`config.mk`:
```
export PLATFORM = sky130hd
export DESIGN_NAME = id_rr_hazard_ctrl_flat
export DESIGN_NICKNAME = d
export VERILOG_FILES = /design/src/rtl/id_rr_hazard_ctrl_if.sv /design/src/rtl/id_rr_hazard_ctrl.sv /design/src/flat_wrapper.sv
export SDC_FILE = /design/constraint.sdc
export NUM_CORES = 1
export LEC_CHECK = 0
export CAP_MARGIN = 10
export CELL_PAD_IN_SITES_DETAIL_PLACEMENT = 0
export CELL_PAD_IN_SITES_GLOBAL_PLACEMENT = 2
export CORE_ASPECT_RATIO = 0.8
export CORE_UTILIZATION = 30
export DETAILED_ROUTE_END_ITERATION = 10
export PLACE_DENSITY_LB_ADDON = 0.05
export SETUP_SLACK_MARGIN = 0.02
export SLEW_MARGIN = 20
export SYNTH_ARGS = -nofsm -noshare
export SYNTH_HDL_FRONTEND = slang
export SYNTH_SLANG_ARGS = --single-unit
```
`constraint.sdc`:
```
create_clock -name clk -period 3.3 [get_ports clk]
set_clock_uncertainty 0.15 [all_clocks]
set_input_delay 0.825 -clock clk [delete_from_list [all_inputs] [get_ports clk]]
set_output_delay 0.825 -clock clk [all_outputs]
set_load 0.01 [all_outputs]
```
`src/rtl/id_rr_hazard_ctrl_if.sv`:
```
// Decode/RR hazard-control bus: decoded instruction, backpressure, redirect, writeback releases
// and the resulting ID/RR register controls.
interface id_rr_hazard_ctrl_if #(
  parameter int NREG  = 8,
  parameter int IDX_W = $clog2(NREG)
);
  logic             id_valid;
  logic [IDX_W-1:0] id_src1_idx;
  logic             id_src1_use;
  logic [IDX_W-1:0] id_src2_idx;
  logic             id_src2_use;
  logic [IDX_W-1:0] id_dst_idx;
  logic             id_dst_we;
  logic             ext_stall;
  logic             redirect_valid;
  logic             wb_valid;
  logic [IDX_W-1:0] wb_idx;
  logic             issue;
  logic             id_hold;
  logic             rr_stall;
  logic             flush;
  logic [NREG-1:0]  busy_vec;
  logic             recovering;
  logic             sb_err;

  modport master (
    output id_valid, id_src1_idx, id_src1_use, id_src2_idx, id_src2_use,
           id_dst_idx, id_dst_we, ext_stall, redirect_valid, wb_valid, wb_idx,
    input  issue, id_hold, rr_stall, flush, busy_vec, recovering, sb_err
  );

  modport slave (
    input  id_valid, id_src1_idx, id_src1_use, id_src2_idx, id_src2_use,
           id_dst_idx, id_dst_we, ext_stall, redirect_valid, wb_valid, wb_idx,
    output issue, id_hold, rr_stall, flush, busy_vec, recovering, sb_err
  );
endinterface

```
`src/rtl/id_rr_hazard_ctrl.sv`:
```
// ID->RR issue control: per-GPR pending-write scoreboard, RAW/saturation holds and a
// redirect recovery FSM that flushes ID/RR and blocks issue while fetch refills.
module id_rr_hazard_ctrl #(
  parameter int NREG          = 8,
  parameter int CNT_W         = 2,
  parameter int REFILL_CYCLES = 2
) (
  input  logic            clk,
  input  logic            rst_bar,
  id_rr_hazard_ctrl_if.slave bus
);
  localparam int IDX_W = $clog2(NREG);
  localparam int RC_W  = 3;
  localparam logic [CNT_W-1:0] CNT_MAX = '1;

  localparam logic [0:0] ST_RUN     = 1'b0;
  localparam logic [0:0] ST_RECOVER = 1'b1;

  logic [0:0]       state_q, state_d;
  logic [RC_W-1:0]  refill_q, refill_d;
  logic [CNT_W-1:0] cnt_q [NREG];
  logic [CNT_W-1:0] cnt_d [NREG];
  logic             sv_q, sv_d;
  logic [IDX_W-1:0] sidx_q, sidx_d;
  logic             sb_err_q, sb_err_d;

  logic [NREG-1:0]  busy;
  logic             flush, raw, sat, in_run, issue, rr_stall;

  always_comb begin
    busy = '0;
    for (int r = 0; r < NREG; r++) busy[r] = (cnt_q[r] != '0);
  end

  // Writebacks in the same cycle are not bypassed: hazards look only at registered counts.
  assign flush    = bus.redirect_valid;
  assign raw      = (bus.id_src1_use & busy[bus.id_src1_idx]) |
                    (bus.id_src2_use & busy[bus.id_src2_idx]);
  assign sat      = bus.id_dst_we & (cnt_q[bus.id_dst_idx] == CNT_MAX);
  assign in_run   = (state_q == ST_RUN);
  assign issue    = in_run & bus.id_valid & ~raw & ~sat & ~bus.ext_stall & ~flush;
  assign rr_stall = bus.ext_stall & ~flush;

  assign bus.issue      = issue;
  assign bus.id_hold    = in_run & bus.id_valid & (raw | sat | bus.ext_stall) & ~flush;
  assign bus.rr_stall   = rr_stall;
  assign bus.flush      = flush;
  assign bus.busy_vec   = busy;
  assign bus.recovering = (state_q == ST_RECOVER);
  assign bus.sb_err     = sb_err_q;

  // Any redirect (re)arms the refill countdown; RUN resumes once it expires.
  always_comb begin
    state_d  = state_q;
    refill_d = refill_q;
    if (flush) begin
      state_d  = ST_RECOVER;
      refill_d = RC_W'(REFILL_CYCLES);
    end else if (state_q == ST_RECOVER) begin
      if (refill_q <= RC_W'(1)) begin
        state_d  = ST_RUN;
        refill_d = '0;
      end else begin
        refill_d = refill_q - 1'b1;
      end
    end
  end

  always_comb begin
    sv_d   = sv_q;
    sidx_d = sidx_q;
    if (flush) begin
      sv_d = 1'b0;
    end else if (!rr_stall) begin
      sv_d   = issue & bus.id_dst_we;
      sidx_d = bus.id_dst_idx;
    end
  end

  // A flushed RR instruction never reaches writeback, so it releases its own pending write.
  logic [CNT_W:0] up, diff;
  logic [1:0]     dn;
  always_comb begin
    sb_err_d = sb_err_q;
    up       = '0;
    dn       = '0;
    diff     = '0;
    for (int r = 0; r < NREG; r++) begin
      up = {1'b0, cnt_q[r]} +
           (CNT_W+1)'(issue & bus.id_dst_we & (bus.id_dst_idx == IDX_W'(r)));
      dn = {1'b0, bus.wb_valid & (bus.wb_idx == IDX_W'(r))} +
           {1'b0, flush & sv_q & (sidx_q == IDX_W'(r))};
      if ((CNT_W+1)'(dn) > up) begin
        sb_err_d = 1'b1;
        cnt_d[r] = '0;
      end else begin
        diff     = up - (CNT_W+1)'(dn);
        cnt_d[r] = diff[CNT_W-1:0];
      end
    end
  end

  always_ff @(posedge clk or negedge rst_bar) begin
    if (!rst_bar) begin
      state_q  <= ST_RUN;
      refill_q <= '0;
      sv_q     <= 1'b0;
      sidx_q   <= '0;
      sb_err_q <= 1'b0;
      for (int r = 0; r < NREG; r++) cnt_q[r] <= '0;
    end else begin
      state_q  <= state_d;
      refill_q <= refill_d;
      sv_q     <= sv_d;
      sidx_q   <= sidx_d;
      sb_err_q <= sb_err_d;
      for (int r = 0; r < NREG; r++) cnt_q[r] <= cnt_d[r];
    end
  end
endmodule

```
`src/flat_wrapper.sv`:
```
// flat-port wrapper written by rule: the top's interface ports become plain ports
module id_rr_hazard_ctrl_flat 
#(
  parameter int NREG          = 8,
  parameter int CNT_W         = 2,
  parameter int REFILL_CYCLES = 2
)
  (clk, rst_bar, bus_id_valid, bus_id_src1_idx, bus_id_src1_use, bus_id_src2_idx, bus_id_src2_use, bus_id_dst_idx, bus_id_dst_we, bus_ext_stall, bus_redirect_valid, bus_wb_valid, bus_wb_idx, bus_issue, bus_id_hold, bus_rr_stall, bus_flush, bus_busy_vec, bus_recovering, bus_sb_err);
  id_rr_hazard_ctrl_if #(.NREG(NREG)) bus_i ();
  input  logic clk;
  input  logic rst_bar;
  input wire logic [$bits(bus_i.id_valid)-1:0] bus_id_valid;
  input wire logic [$bits(bus_i.id_src1_idx)-1:0] bus_id_src1_idx;
  input wire logic [$bits(bus_i.id_src1_use)-1:0] bus_id_src1_use;
  input wire logic [$bits(bus_i.id_src2_idx)-1:0] bus_id_src2_idx;
  input wire logic [$bits(bus_i.id_src2_use)-1:0] bus_id_src2_use;
  input wire logic [$bits(bus_i.id_dst_idx)-1:0] bus_id_dst_idx;
  input wire logic [$bits(bus_i.id_dst_we)-1:0] bus_id_dst_we;
  input wire logic [$bits(bus_i.ext_stall)-1:0] bus_ext_stall;
  input wire logic [$bits(bus_i.redirect_valid)-1:0] bus_redirect_valid;
  input wire logic [$bits(bus_i.wb_valid)-1:0] bus_wb_valid;
  input wire logic [$bits(bus_i.wb_idx)-1:0] bus_wb_idx;
  output wire logic [$bits(bus_i.issue)-1:0] bus_issue;
  output wire logic [$bits(bus_i.id_hold)-1:0] bus_id_hold;
  output wire logic [$bits(bus_i.rr_stall)-1:0] bus_rr_stall;
  output wire logic [$bits(bus_i.flush)-1:0] bus_flush;
  output wire logic [$bits(bus_i.busy_vec)-1:0] bus_busy_vec;
  output wire logic [$bits(bus_i.recovering)-1:0] bus_recovering;
  output wire logic [$bits(bus_i.sb_err)-1:0] bus_sb_err;
  assign bus_i.id_valid = bus_id_valid;
  assign bus_i.id_src1_idx = bus_id_src1_idx;
  assign bus_i.id_src1_use = bus_id_src1_use;
  assign bus_i.id_src2_idx = bus_id_src2_idx;
  assign bus_i.id_src2_use = bus_id_src2_use;
  assign bus_i.id_dst_idx = bus_id_dst_idx;
  assign bus_i.id_dst_we = bus_id_dst_we;
  assign bus_i.ext_stall = bus_ext_stall;
  assign bus_i.redirect_valid = bus_redirect_valid;
  assign bus_i.wb_valid = bus_wb_valid;
  assign bus_i.wb_idx = bus_wb_idx;
  assign bus_issue = bus_i.issue;
  assign bus_id_hold = bus_i.id_hold;
  assign bus_rr_stall = bus_i.rr_stall;
  assign bus_flush = bus_i.flush;
  assign bus_busy_vec = bus_i.busy_vec;
  assign bus_recovering = bus_i.recovering;
  assign bus_sb_err = bus_i.sb_err;
  id_rr_hazard_ctrl #(.NREG(NREG), .CNT_W(CNT_W), .REFILL_CYCLES(REFILL_CYCLES)) u_core (.clk(clk), .rst_bar(rst_bar), .bus(bus_i));
endmodule
```
==> Slide: Implementation Results <==
Run Summary

Outcome
  • Status: finished, violations left
  • Failing checks: negative setup slack

Power
  • Net Sw Frac: 38.8%
  • P_int: 1.37 mW
  • Switch Pwr: 0.871 mW
  • Worst VDD drop: 0.206 mV
  • Seq pwr share: 20.5%
  • Combinational group share of total power: 70.7%
  • Static leakage: 1.82 nW
  • Pwr dens: 527 mW/mm²
  • Clk pwr share: 8.8%

Die
  • Core Region: 0.00757 mm²
  • Num ports: 35
  • Die Ht: 82.0 µm
  • Die width: 102 µm
  • Die area: 0.00837 mm²
  • Floorplan utilization: 31.7%

Layout
  • Fill count: 692
  • FF/Latch Area: 626 µm²
  • Dominant logic cell type in the layout: buf_4
  • Share of cells above drive strength 1: 46.6%
  • Finished Cell Area: 0.00426 mm²
  • Area growth syn-to-layout: 77.2%
  • Final #Nets: 471
  • Ant diodes: 0
  • Logic area: 0.00227 mm²
  • Dominant logic cell types in the final layout: buf_4, nor2_1, inv_1

Global route
  • Initial antenna violation count: 0
  • GR Overflow Total: 0
  • Total track usage: 20.1%
  • Number of global-route vias before repair: 2,459
  • Largest net degree at the start of global routing: 26
  • First-pass GRT wire length: 12,600 µm

Clock network
  • CTS buffer count: 3
  • H-Tree Level Count: 1
  • Clk slew on worst S/H paths: 0.10 ns
  • CTS max path bufs: 2
  • Clock Tree Root: clkbuf_8
  • CTS tree: built
  • # clock sinks: 25
  • Hold bufs inserted after CTS: 0
  • Clk latency late pin: 0.28 ns

Synth
  • Async SR Flop Fraction: 100%
  • Distinct lib cells used: 46
  • Post-Syn Area: 0.00240 mm²
  • Synth Seq Share: 26.0%
  • Syn_area_per_cell: 8.64 µm²
  • Top-area cell share: 26.0%
  • Post-synth top area cell: dfrtp_1
  • Syn_nets: 349
  • Synth warnings: 0
  • Post-synth EDFFs: 0
  • Cells after synthesis: 278
  • # Cells Yosys: 278
  • Top area cell types: dfrtp_1, ha_1, nor2_1, inv_1, nand2_1
  • Synth Register Bits: 25
  • Yosys Chip Area: 0.00240 mm²
  • Commonest flop: dfrtp_1

Final timing
  • Rel. slew slack: 67.2%
  • Final Max-Slew Violation Tally: 0
  • Final setup vio count: 9
  • Measured slew at the worst slew-check pin: 0.486 ns
  • Worst setup margin: -0.163 ns
  • Unrepaired setup endpoints after global routing: true
  • Max Fclk: 289 MHz
  • Final Hold Fails: 0
  • Crit path time final: 3.46 ns
  • Period utilisation layout: 105%

Min path
  • Hold/Removal Path Class: flop to flop

Setup path
  • Crit path largest cell delay: 0.41 ns
  • Critical Path Sink Type: flop
  • Crit path required time: 3.30 ns
  • Critical path launch point type: input port
  • CP Max Fanout: 7
  • Critical path's slowest cell: or3b_4
  • Critical path cell sequence: buf_6, or3b_4, a32oi_4, buf_6, nand4_1, buf_6, nor2_4, ha_4, ha_4, inv_4, ha_4, a21oi_4, a211oi_4, a2111oi_4, nand3_1
  • Data arrival, critical path: 3.47 ns
  • WS Path Type: input port to flop

Routing
  • Avg Vias per Cell: 4.69
  • Vias: 2,365
  • WL final: 7720 µm
  • Drc violations: 0
  • WL/cell: 15.3 µm
  • Initial DRC count: 86
  • DR pass1 iterations: 4
  • Final ANT Viol Nets: 0

Place
  • Port Buffer Count: 34
  • RePlAce Congestion: 0.762
  • Pre-CTS WS: -1.38 ns
  • Placed inst area: 0.00344 mm²
  • Final HPWL DP: 5660 µm

Run
  • Max Cap Viol: 0
  • Log Warnings: 38
## synth_stat cells (2+ instances only)
cell type	n
nor4b_1	4
nor2_1	42
xor2_1	7
dfrtp_1	25
nor3_1	7
or2_1	3
nor4_1	6
o21ai_0	3
a211oi_1	6
a311oi_1	3
o21bai_1	2
nand2b_1	9
a21oi_1	11
nand2_1	17
nor2b_1	3
inv_1	39
nor3b_1	2
ha_1	50
mux2_2	5
nand3_1	3
a31oi_1	3
or2_2	4
## critical path, delay by kind of cell
kind	cells	cell delay, ns
adder cells (fa/ha/maj)	3	0.56
AND/OR/NAND/NOR	4	0.75
buffers and inverters	4	0.45
AND-OR/OR-AND	4	0.88
## cell type report
cell class                      count  area share (%)
Tap cell                          105            3.09
Multi-Input combinational cell    211            53.4
Clock buffer                        4            1.06
Inverter                           40            3.70
Sequential cell                    25            14.7
Timing Repair Buffer              119            24.1
## layer usage
metal  wire [µm]  global-route usage, %  part of all wire (%)  vias up
li1            -                      -                     -     1198
met5           0                      0                     0        -
met4          51                   3.57                  0.66        0
met2        3640                   33.8                    47       61
met1        3600                   27.3                    47     1101
met3         430                   3.40                   5.6        5
## cell families after synthesis
| family | share of synthesized area [%] |
|---|---|
| adders and majority gates | 26.0 |
| xor gates and xnor gates | 2.92 |
| buffers and inverters | 6.72 |
| DFF | 26.0 |
| muxes | 3.28 |
| and+or+nand+nor | 23.8 |
| AOI/OAI and AO/OA | 11.2 |
## flip-flops by register name, indices dropped and copies added (netlist names)
register	count
u_core.cnt_q	16
u_core.refill_q	3
u_core.sidx_q	3
u_core.bus.recovering	1
u_core.bus.sb_err	1
u_core.sv_q	1
## power groups by stage
stage / Sequential [mW] / Clock (mW) / Combinational (mW)
finish: 0.460 / 0.197 / 1.59
CTS: 0.457 / 0.204 / 1.38
floorplan: 0.452 / 0 / 0.513
global placement: 0.461 / 0 / 1.05
detailed placement: 0.460 / 0 / 1.05
global route: 0.473 / 0.222 / 1.73
## through the flow
stage          setup TNS [ns]  hold slack, ns  cells  power (mW)
2_1_floorplan         -0.0367           0.317    278       0.965
3_3_place_gp           -13.62           0.331    481        1.51
3_5_place_dp           -13.68           0.337    481        1.51
4_1_cts                -0.854           0.361    502        2.04
5_1_grt                 -1.79           0.406    504        2.43
6_report               -0.625           0.354    504        2.24
## timing repair
item                       CTS  global route
pin swaps                   46            33
gates resized              115            54
setup endpoints to repair   19            18
buffers inserted            19             5
## path summary, 6_finish.rpt
path,startpoint,depth (start not counted),to,slack (ns)
worst max register to register,u_core.cnt_q[12],15,u_core.bus.sb_err,-0.14
min in group asynchronous,rst_bar,2,u_core.cnt_q[6],0.77
max in group asynchronous,rst_bar,2,u_core.cnt_q[3],1.95
worst min register to register,u_core.refill_q[1],2,u_core.refill_q[1],0.35
worst min-delay path,u_core.refill_q[1],2,u_core.refill_q[1],0.35
worst max-delay path,bus_id_src2_idx[1],15,u_core.bus.sb_err,-0.16
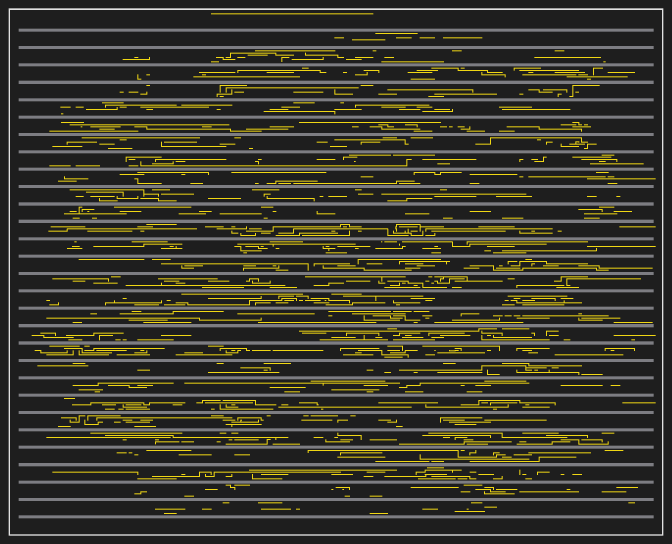
Fig. 1. Metal 1.
Supply wires on this layer in grey.
- nets with wire on the layer: 430
- longest straight run: 41.6 µm
- main direction: horizontal
- wire length on this layer: 3,600 µm
- share of all routed wire: 47%

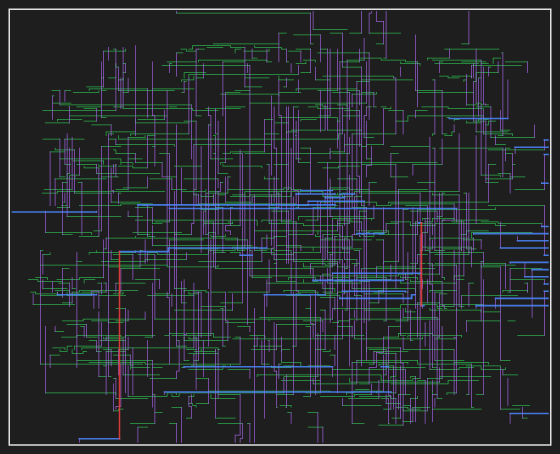
Fig. 2. Metal layers overlaid.
- red: M4 (wire length 51.0 µm)
- purple: M2 (wire length 3,640 µm)
- green: M1 (wire length 3,600 µm)
- blue: M3 (wire length 430 µm)

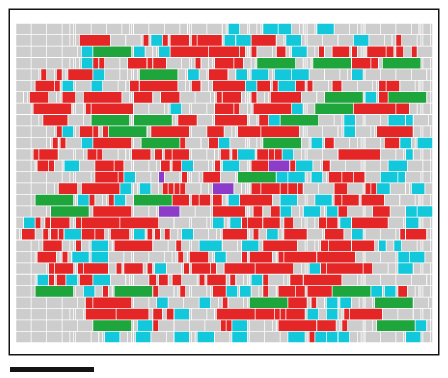
Fig. 3. Placed cells, one colour a class.
Bar = 20 µm. Fill, decap, tap and diode cells in grey.
- red: remaining logic cells (cells 251; share of their area 59%)
- green: registers (cells 25; share of their area 15%)
- purple: clock drivers and dummy loads (cells 4; share of their area 1.1%)
- cyan: remaining buffers and delay cells (cells 119; share of their area 25%)

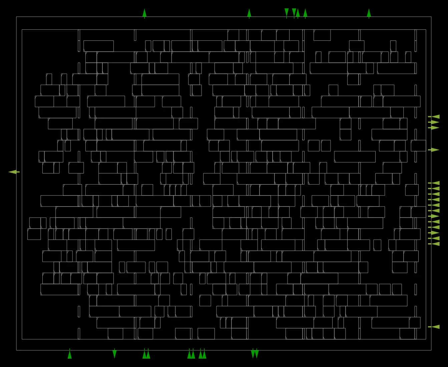
Fig. 4. Placement view.
final core occ: 56.3%
cell row count: 28

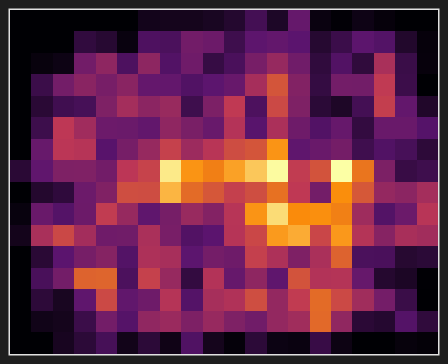
Fig. 5. Wiring heat map.
The die is cut into 20 by 16 equal tiles; black is low, pale yellow is high, scaled to the fullest tile. Values are wire area over tile area, all layers added.
- fullest tile: 0.48
- mean over tiles: 0.14
- emptiest ninth of the die: north-west

Power is estimated from default activity; no workload was simulated.
